### src/rtl/pifo_gpfc_pkg.sv
// pifo_gpfc_pkg: shared widths, element layout, pack/unpack helpers and FSM states for the gpfc PIFO
package pifo_gpfc_pkg;
  localparam int PIFO_DEPTH         = 16;
  localparam int ELEMENT_COS_WIDTH  = 3;
  localparam int ELEMENT_RANK_WIDTH = 6;
  localparam int PKT_ADDRESS_WIDTH  = 12;
  localparam int ELEMENT_WIDTH      = 1 + ELEMENT_COS_WIDTH + ELEMENT_RANK_WIDTH + PKT_ADDRESS_WIDTH;
  localparam int ADDR_LSB           = 0;
  localparam int RANK_LSB           = ADDR_LSB + PKT_ADDRESS_WIDTH;
  localparam int COS_LSB            = RANK_LSB + ELEMENT_RANK_WIDTH;
  localparam int VALID_BIT          = COS_LSB + ELEMENT_COS_WIDTH;
  typedef enum logic [1:0] {ST_RUN, ST_FLUSH, ST_DONE} state_t;
  function automatic logic [ELEMENT_WIDTH-1:0] pack_element(
    input logic valid,
    input logic [ELEMENT_COS_WIDTH-1:0] cos,
    input logic [ELEMENT_RANK_WIDTH-1:0] rank,
    input logic [PKT_ADDRESS_WIDTH-1:0] addr
  );
    return {valid, cos, rank, addr};
  endfunction
  function automatic logic element_valid(input logic [ELEMENT_WIDTH-1:0] e);
    return e[VALID_BIT];
  endfunction
  function automatic logic [ELEMENT_RANK_WIDTH-1:0] element_rank(input logic [ELEMENT_WIDTH-1:0] e);
    return e[RANK_LSB +: ELEMENT_RANK_WIDTH];
  endfunction
  function automatic logic [PKT_ADDRESS_WIDTH-1:0] element_addr(input logic [ELEMENT_WIDTH-1:0] e);
    return e[ADDR_LSB +: PKT_ADDRESS_WIDTH];
  endfunction
endpackage

### src/rtl/pifo_gpfc_rank_cmp.sv
// pifo_gpfc_rank_cmp: decides whether a new element outranks the head atom (invalid head always loses)
//   new_rank_i   new element rank
//   head_valid_i head atom valid bit
//   head_rank_i  head atom rank
//   new_wins_o   new element strictly more significant than head
module pifo_gpfc_rank_cmp #(
  parameter int RANK_WIDTH = 6
) (
  input  logic [RANK_WIDTH-1:0] new_rank_i,
  input  logic                  head_valid_i,
  input  logic [RANK_WIDTH-1:0] head_rank_i,
  output logic                  new_wins_o
);
  // strict less-than: ties stay in the array so equal ranks leave in FIFO order
  assign new_wins_o = ~head_valid_i | (new_rank_i < head_rank_i);
endmodule

### src/rtl/pifo_gpfc_enq_deq_ctrl.sv
// pifo_gpfc_enq_deq_ctrl: enqueue/dequeue/flush control in front of the gpfc PIFO atom array
//   clk, rstn (sync, active-low)
//   s_enq_*        enqueue channel (valid/ready, cos, rank, addr)
//   s_deq_*        dequeue request channel (valid/ready)
//   in_pifo_head   head atom element; out_pifo_input/out_ctl_insert/out_ctl_pop drive the array
//   m_deq_*        registered dequeue result pulse
//   in_flush       flush request; out_count/full/empty/busy status
module pifo_gpfc_enq_deq_ctrl
  import pifo_gpfc_pkg::*;
#(
  parameter int DEPTH              = PIFO_DEPTH,
  parameter int ELEMENT_COS_WIDTH  = pifo_gpfc_pkg::ELEMENT_COS_WIDTH,
  parameter int ELEMENT_RANK_WIDTH = pifo_gpfc_pkg::ELEMENT_RANK_WIDTH,
  parameter int PKT_ADDRESS_WIDTH  = pifo_gpfc_pkg::PKT_ADDRESS_WIDTH,
  parameter int ELEMENT_WIDTH      = 1 + ELEMENT_COS_WIDTH + ELEMENT_RANK_WIDTH + PKT_ADDRESS_WIDTH,
  parameter int CW                 = $clog2(DEPTH + 1)
) (
  input  logic                          clk,
  input  logic                          rstn,
  input  logic                          s_enq_valid,
  output logic                          s_enq_ready,
  input  logic [ELEMENT_COS_WIDTH-1:0]  s_enq_cos,
  input  logic [ELEMENT_RANK_WIDTH-1:0] s_enq_rank,
  input  logic [PKT_ADDRESS_WIDTH-1:0]  s_enq_addr,
  input  logic                          s_deq_valid,
  output logic                          s_deq_ready,
  input  logic [ELEMENT_WIDTH-1:0]      in_pifo_head,
  output logic [ELEMENT_WIDTH-1:0]      out_pifo_input,
  output logic                          out_ctl_insert,
  output logic                          out_ctl_pop,
  output logic                          m_deq_valid,
  output logic [ELEMENT_WIDTH-1:0]      m_deq_element,
  input  logic                          in_flush,
  output logic [CW-1:0]                 out_count,
  output logic                          out_full,
  output logic                          out_empty,
  output logic                          out_busy
);
  state_t                   state_q, state_d;
  logic [CW-1:0]            count_q, count_d;
  logic                     deq_valid_q;
  logic [ELEMENT_WIDTH-1:0] deq_element_q, deq_element_d;
  logic                     run, enq_fire, deq_fire, new_wins, bypass;
  // ready drops in the very cycle a flush is requested so nothing races the drain
  assign run         = rstn & (state_q == ST_RUN) & ~in_flush;
  assign out_full    = count_q == CW'(DEPTH);
  assign out_empty   = count_q == '0;
  assign out_count   = count_q;
  assign out_busy    = state_q != ST_RUN;
  assign s_deq_ready = run & ~out_empty;
  assign deq_fire    = s_deq_valid & s_deq_ready;
  // a simultaneous dequeue frees a slot, so a full array can still accept
  assign s_enq_ready = run & (~out_full | deq_fire);
  assign enq_fire    = s_enq_valid & s_enq_ready;
  pifo_gpfc_rank_cmp #(.RANK_WIDTH(ELEMENT_RANK_WIDTH)) u_rank_cmp (
    .new_rank_i   (s_enq_rank),
    .head_valid_i (in_pifo_head[ELEMENT_WIDTH-1]),
    .head_rank_i  (in_pifo_head[PKT_ADDRESS_WIDTH +: ELEMENT_RANK_WIDTH]),
    .new_wins_o   (new_wins)
  );
  // the atoms cannot pop the head and insert a better one at once; hand the new element straight out
  assign bypass         = enq_fire & deq_fire & new_wins;
  assign out_ctl_insert = enq_fire & ~bypass;
  assign out_ctl_pop    = (deq_fire & ~bypass) | (rstn & (state_q == ST_FLUSH));
  // valid bit follows insert so the atoms never latch an element they were not told to take
  assign out_pifo_input = rstn ? {out_ctl_insert, s_enq_cos, s_enq_rank, s_enq_addr} : '0;
  assign m_deq_valid    = deq_valid_q;
  assign m_deq_element  = deq_element_q;
  always_comb begin
    state_d       = state_q == ST_RUN   ? (in_flush ? (out_empty ? ST_DONE : ST_FLUSH) : ST_RUN) :
                    state_q == ST_FLUSH ? (count_q <= CW'(1) ? ST_DONE : ST_FLUSH) : ST_RUN;
    count_d       = state_q == ST_FLUSH ? count_q - CW'(!out_empty) :
                    count_q + CW'(enq_fire) - CW'(deq_fire);
    deq_element_d = bypass ? {1'b1, s_enq_cos, s_enq_rank, s_enq_addr} : in_pifo_head;
  end
  always_ff @(posedge clk) begin
    if (!rstn) begin
      state_q       <= ST_RUN;
      count_q       <= '0;
      deq_valid_q   <= 1'b0;
      deq_element_q <= '0;
    end else begin
      state_q     <= state_d;
      count_q     <= count_d;
      deq_valid_q <= deq_fire;
      if (deq_fire) deq_element_q <= deq_element_d;
    end
  end
  assert property (@(posedge clk) disable iff (!rstn) !(deq_fire && out_empty));
  assert property (@(posedge clk) disable iff (!rstn) !(out_ctl_insert && out_full && !out_ctl_pop));
endmodule

### config.mk
export PLATFORM = sky130hd
export DESIGN_NAME = pifo_gpfc_enq_deq_ctrl
export DESIGN_NICKNAME = d
export VERILOG_FILES = /design/src/rtl/pifo_gpfc_pkg.sv /design/src/rtl/pifo_gpfc_rank_cmp.sv /design/src/rtl/pifo_gpfc_enq_deq_ctrl.sv
export SDC_FILE = /design/constraint.sdc
export NUM_CORES = 1
export LEC_CHECK = 0
export CAP_MARGIN = 20
export CORE_MARGIN = 2
export CORE_UTILIZATION = 24
export CTS_CLUSTER_DIAMETER = 60
export DETAILED_ROUTE_END_ITERATION = 8
export PLACE_DENSITY = 0.66
export SLEW_MARGIN = 20
export SYNTH_ARGS = -nofsm -noshare
export SYNTH_HDL_FRONTEND = slang
export SYNTH_SLANG_ARGS = --single-unit
### constraint.sdc
create_clock -name clk -period 5.75 [get_ports clk]
set_clock_uncertainty 0.2 [all_clocks]
set_input_delay 1.15 -clock clk [delete_from_list [all_inputs] [get_ports clk]]
set_output_delay 1.15 -clock clk [all_outputs]
set_load 0.005 [all_outputs]
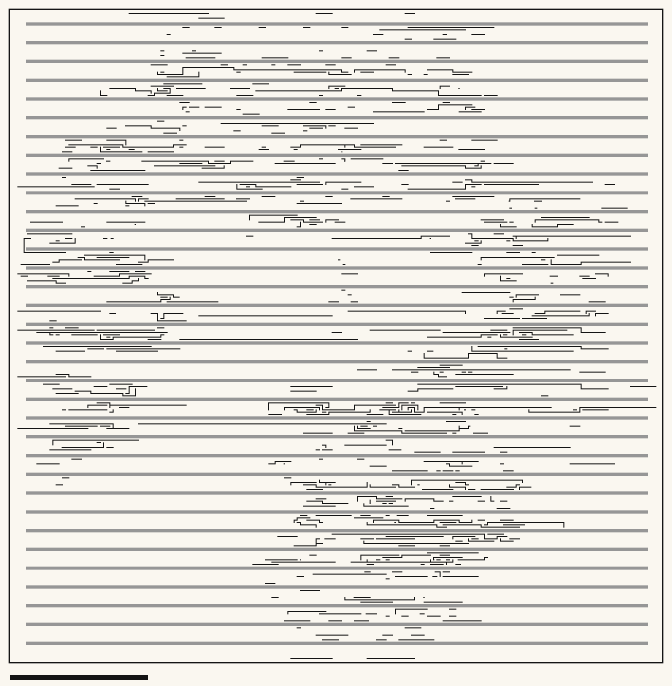
(signal wires on met1)
Scale bar: 20 um. Supply wires on this layer in grey.
- share of all routed wire: 44%
- wire length on this layer: 2380 um
- main direction: horizontal
grt met1 use: 15.58%
DR vias: 1901
Routed WL: 5411 um

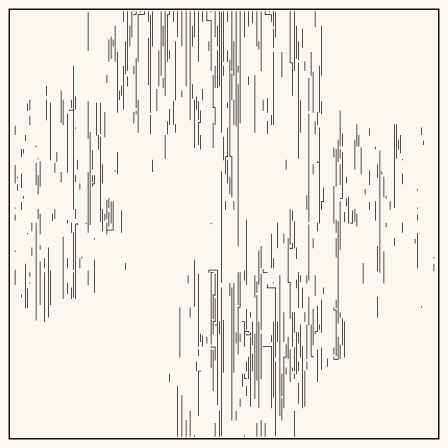
(signal wires on met2)
- wire length on this layer: 2580 um
- main direction: vertical
- share of all routed wire: 48%
- nets with wire on the layer: 332
met2 global-route usage: 20.48%

==> flow_metrics.env <==
# physical design summary
export IMPL_outcome="finished, final reports clean"
export IMPL_syn_num_nets=290
export IMPL_final_util_pct=39.36
export IMPL_syn_mean_instance_area_um2=8.775
export IMPL_synth_area_um2=1966
export IMPL_antenna_found_initial=0
export IMPL_coreArea_um2=8093
export IMPL_layout_drive_gt1_share_pct=8.537
export IMPL_post_route_period_util_pct=83.15
export IMPL_hold_depth=2
export IMPL_hold_path_end="m_deq_element[21]"
export IMPL_via_per_inst=4.390
export IMPL_portBuffers=104
export IMPL_die_w_um=94.50
export IMPL_rows=33
export IMPL_grt_pass1_wl_um=8818
export IMPL_worstRegToRegCells=16
export IMPL_peakVddDrop_v=0.00008458
export IMPL_layout_nets=393
export IMPL_overflow=0
export IMPL_clockBufferDepth=2
export IMPL_ctsResizeCount=0
export IMPL_cts_hold_buf=0
export IMPL_dp_hpwl_um=4184
export IMPL_first_iter_violations=42
export IMPL_crit_type="in2out"
export IMPL_first_global_vias=1882
export IMPL_grt_max_degree=50
export IMPL_layout_min_cycle_time_ns=4.781
export IMPL_track_usage_pct=12.36
export IMPL_cts_htree_levels=2
export IMPL_drcViolationCount=0
export IMPL_ys_flops=30
export IMPL_ios=105
export IMPL_yosys_area_um2=1966
export IMPL_synthArstFlopShare_pct=0
export IMPL_drv_slew=0
export IMPL_synth_cell_types=43
export IMPL_gp_congestion=0.7957
export IMPL_path_max_fanout=8
export IMPL_ys_seq_share_pct=30.55
export IMPL_finalSetupTns_ns=0
export IMPL_rsz0062_at_grt="false"
export IMPL_initial_core_util_pct=24.29
export IMPL_drv_cap=0
export IMPL_hold_class="reg2reg"
export IMPL_clk_latency_ns=0.27
export IMPL_crit_path_end_kind="primary output"
export IMPL_power_density_nw_per_um2=307.4
export IMPL_area_growth_pct=62.06
export IMPL_r2r_start="out_count[3]"
export IMPL_setup_viol=0
export IMPL_top_area_cell="dfxtp_1"
export IMPL_yosys_area_top_type_share_pct=30.55
export IMPL_warnings=30
export IMPL_finalHoldViolCount=0
export IMPL_die_area_um2=8930
export IMPL_yosys_top_cells_area="dfxtp_1, ha_1, mux2i_1"
export IMPL_ant_nets=0
export IMPL_ff2ff_setup_slack_ns=2.62
export IMPL_numCtsBuffers=5
export IMPL_fill_cells=839
export IMPL_antenna_cells_inserted=0
export IMPL_ys_cells=224
export IMPL_ff_type="dfxtp_1"
export IMPL_edf_count=0
export IMPL_max_slew_worst_pin_slew_ns=0.4136
export IMPL_cts_tree="done"
export IMPL_wl_per_cell_um=12.50
export IMPL_cp_start_kind="input port"
export IMPL_leakage_uw=0.001451
export IMPL_die_h_um=94.50
export IMPL_firstDrtPassIters=4
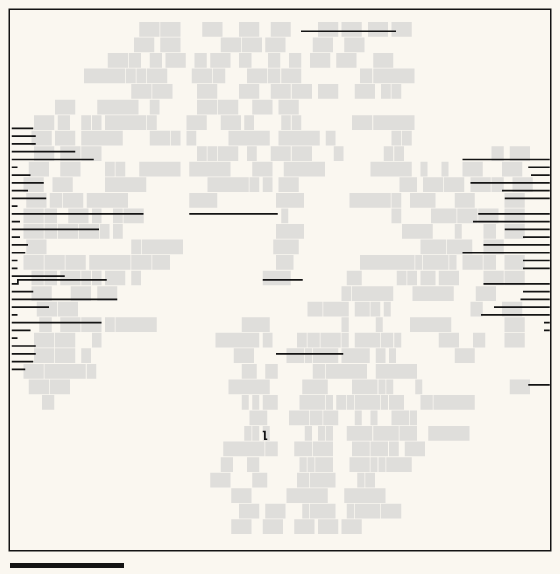
(metal 3)
Scale bar: 20 um.
- nets with wire on the layer: 57
- main direction: horizontal
- share of all routed wire: 7.5%
GR Layer Usage met3: 3.591%

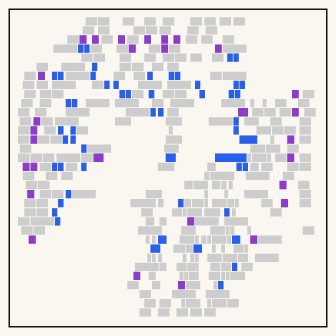
(gate families picked out)
- and/or cells: purple (cells 29; where spread over the die)
- aoi and oai cells: blue (cells 53)
Comb/total area: 38.14%
most common cell after layout, fill and taps aside: clkdlybuf4s50_1
final cell count without fillers: 433

[layer usage]
| metal | up-vias | routed length, um | GRT usage, % |
|---|---|---|---|
| met3 | 2 | 407 | 3.591 |
| met2 | 62 | 2576 | 20.48 |
| met4 | 0 | 43 | 3.623 |
| met1 | 859 | 2383 | 15.58 |
| met5 | - | 0 | 0 |
| li1 | 978 | - | - |
[cell usage after synthesis (2+ instances only)]
cell      number
nand4_2        2
inv_2          7
nand2b_1       3
o21ai_0       10
o211a_1        3
inv_1         13
and3_1         2
ha_1          17
nand2_1       11
buf_2          2
buf_4          2
and2_1        24
mux2i_1       21
o21ai_1       13
nor3_1         2
xnor2_1        5
a21oi_1       23
dfxtp_1       30
nor2_1         6
clkbuf_1       5
[per-stage QoR]
stage / power [uW] / hold WS, ns / cell area, um2 / instances / setup slack [ns]
2_1_floorplan: 583.1 / 0.2919 / 1966 / 224 / 1.665
3_3_place_gp: 799.0 / 0.3042 / 3090 / 425 / 0.9621
3_5_place_dp: 807.8 / 0.3083 / 3090 / 425 / 0.9492
4_1_cts: 995.3 / 0.3182 / 3186 / 433 / 0.9384
5_1_grt: 1066 / 0.3435 / 3186 / 433 / 0.7916
6_report: 979.4 / 0.3191 / 3186 / 433 / 0.9686
[worst max path at each step]
stage / from / endpoint / cells after the start
detailed placement: rstn / out_ctl_pop / 8
global placement: in_pifo_head[15] / out_ctl_pop / 8
finish: rstn / out_ctl_pop / 8
global route: rstn / out_ctl_pop / 8
CTS: rstn / out_ctl_pop / 8
floorplan: rstn / out_ctl_pop / 9
[cell type report]
cell class	instances	area (um2)	area share, %
clock buffers	6	82.58	2.592
multi-input cells	162	1215	38.14
flip-flops and latches	30	600.6	18.85
repair buffers	107	1064	33.39
well taps	105	131.4	4.124
clock inverters	2	12.51	0.3928
inverters	21	80.08	2.514
[state kept, by name, summed over array words and instances (netlist names)]
| signal | flops |
|---|---|
| out_count | 5 |
| m_deq_valid | 1 |
| state_q | 2 |
| m_deq_element | 22 |
[cell usage in the layout (no fill, tap or decap), types with 5 or more instances in the layout]
| cell type | instances |
|---|---|
| clkdlybuf4s50_1 | 104 |
| inv_2 | 7 |
| clkbuf_8 | 6 |
| o21ai_0 | 10 |
| dfxtp_1 | 30 |
| ha_1 | 17 |
| a21oi_1 | 23 |
| and2_1 | 24 |
| nor2_1 | 6 |
| o21ai_1 | 13 |
| inv_1 | 13 |
| xnor2_1 | 5 |
| mux2i_1 | 21 |
| nand2_1 | 11 |
[worst max-delay path: stages]
cell and delay [ns]:
clkdlybuf4s50_1 0.48, nand2b_1 0.14, nor3_1 0.26, o211a_1 0.25, ha_1 0.22, o221ai_4 0.19, a22o_1 0.29, clkdlybuf4s50_1 0.45
[logic make-up after synthesis]
logic type,share of synthesized area [%]
xor+xnor,2.673
compound gates,18.72
flops,30.55
mux,10.69
fa+ha+maj,11.84
buf+inv,7.638
simple gates,17.89
[report_power, final]
part / total (uW) / switching (uW) / internal, uW
Combinational: 514 / 227 / 286
Clock: 179 / 82.4 / 96.1
Sequential: 287 / 35.1 / 252
Power and IR drop assume default switching activity.
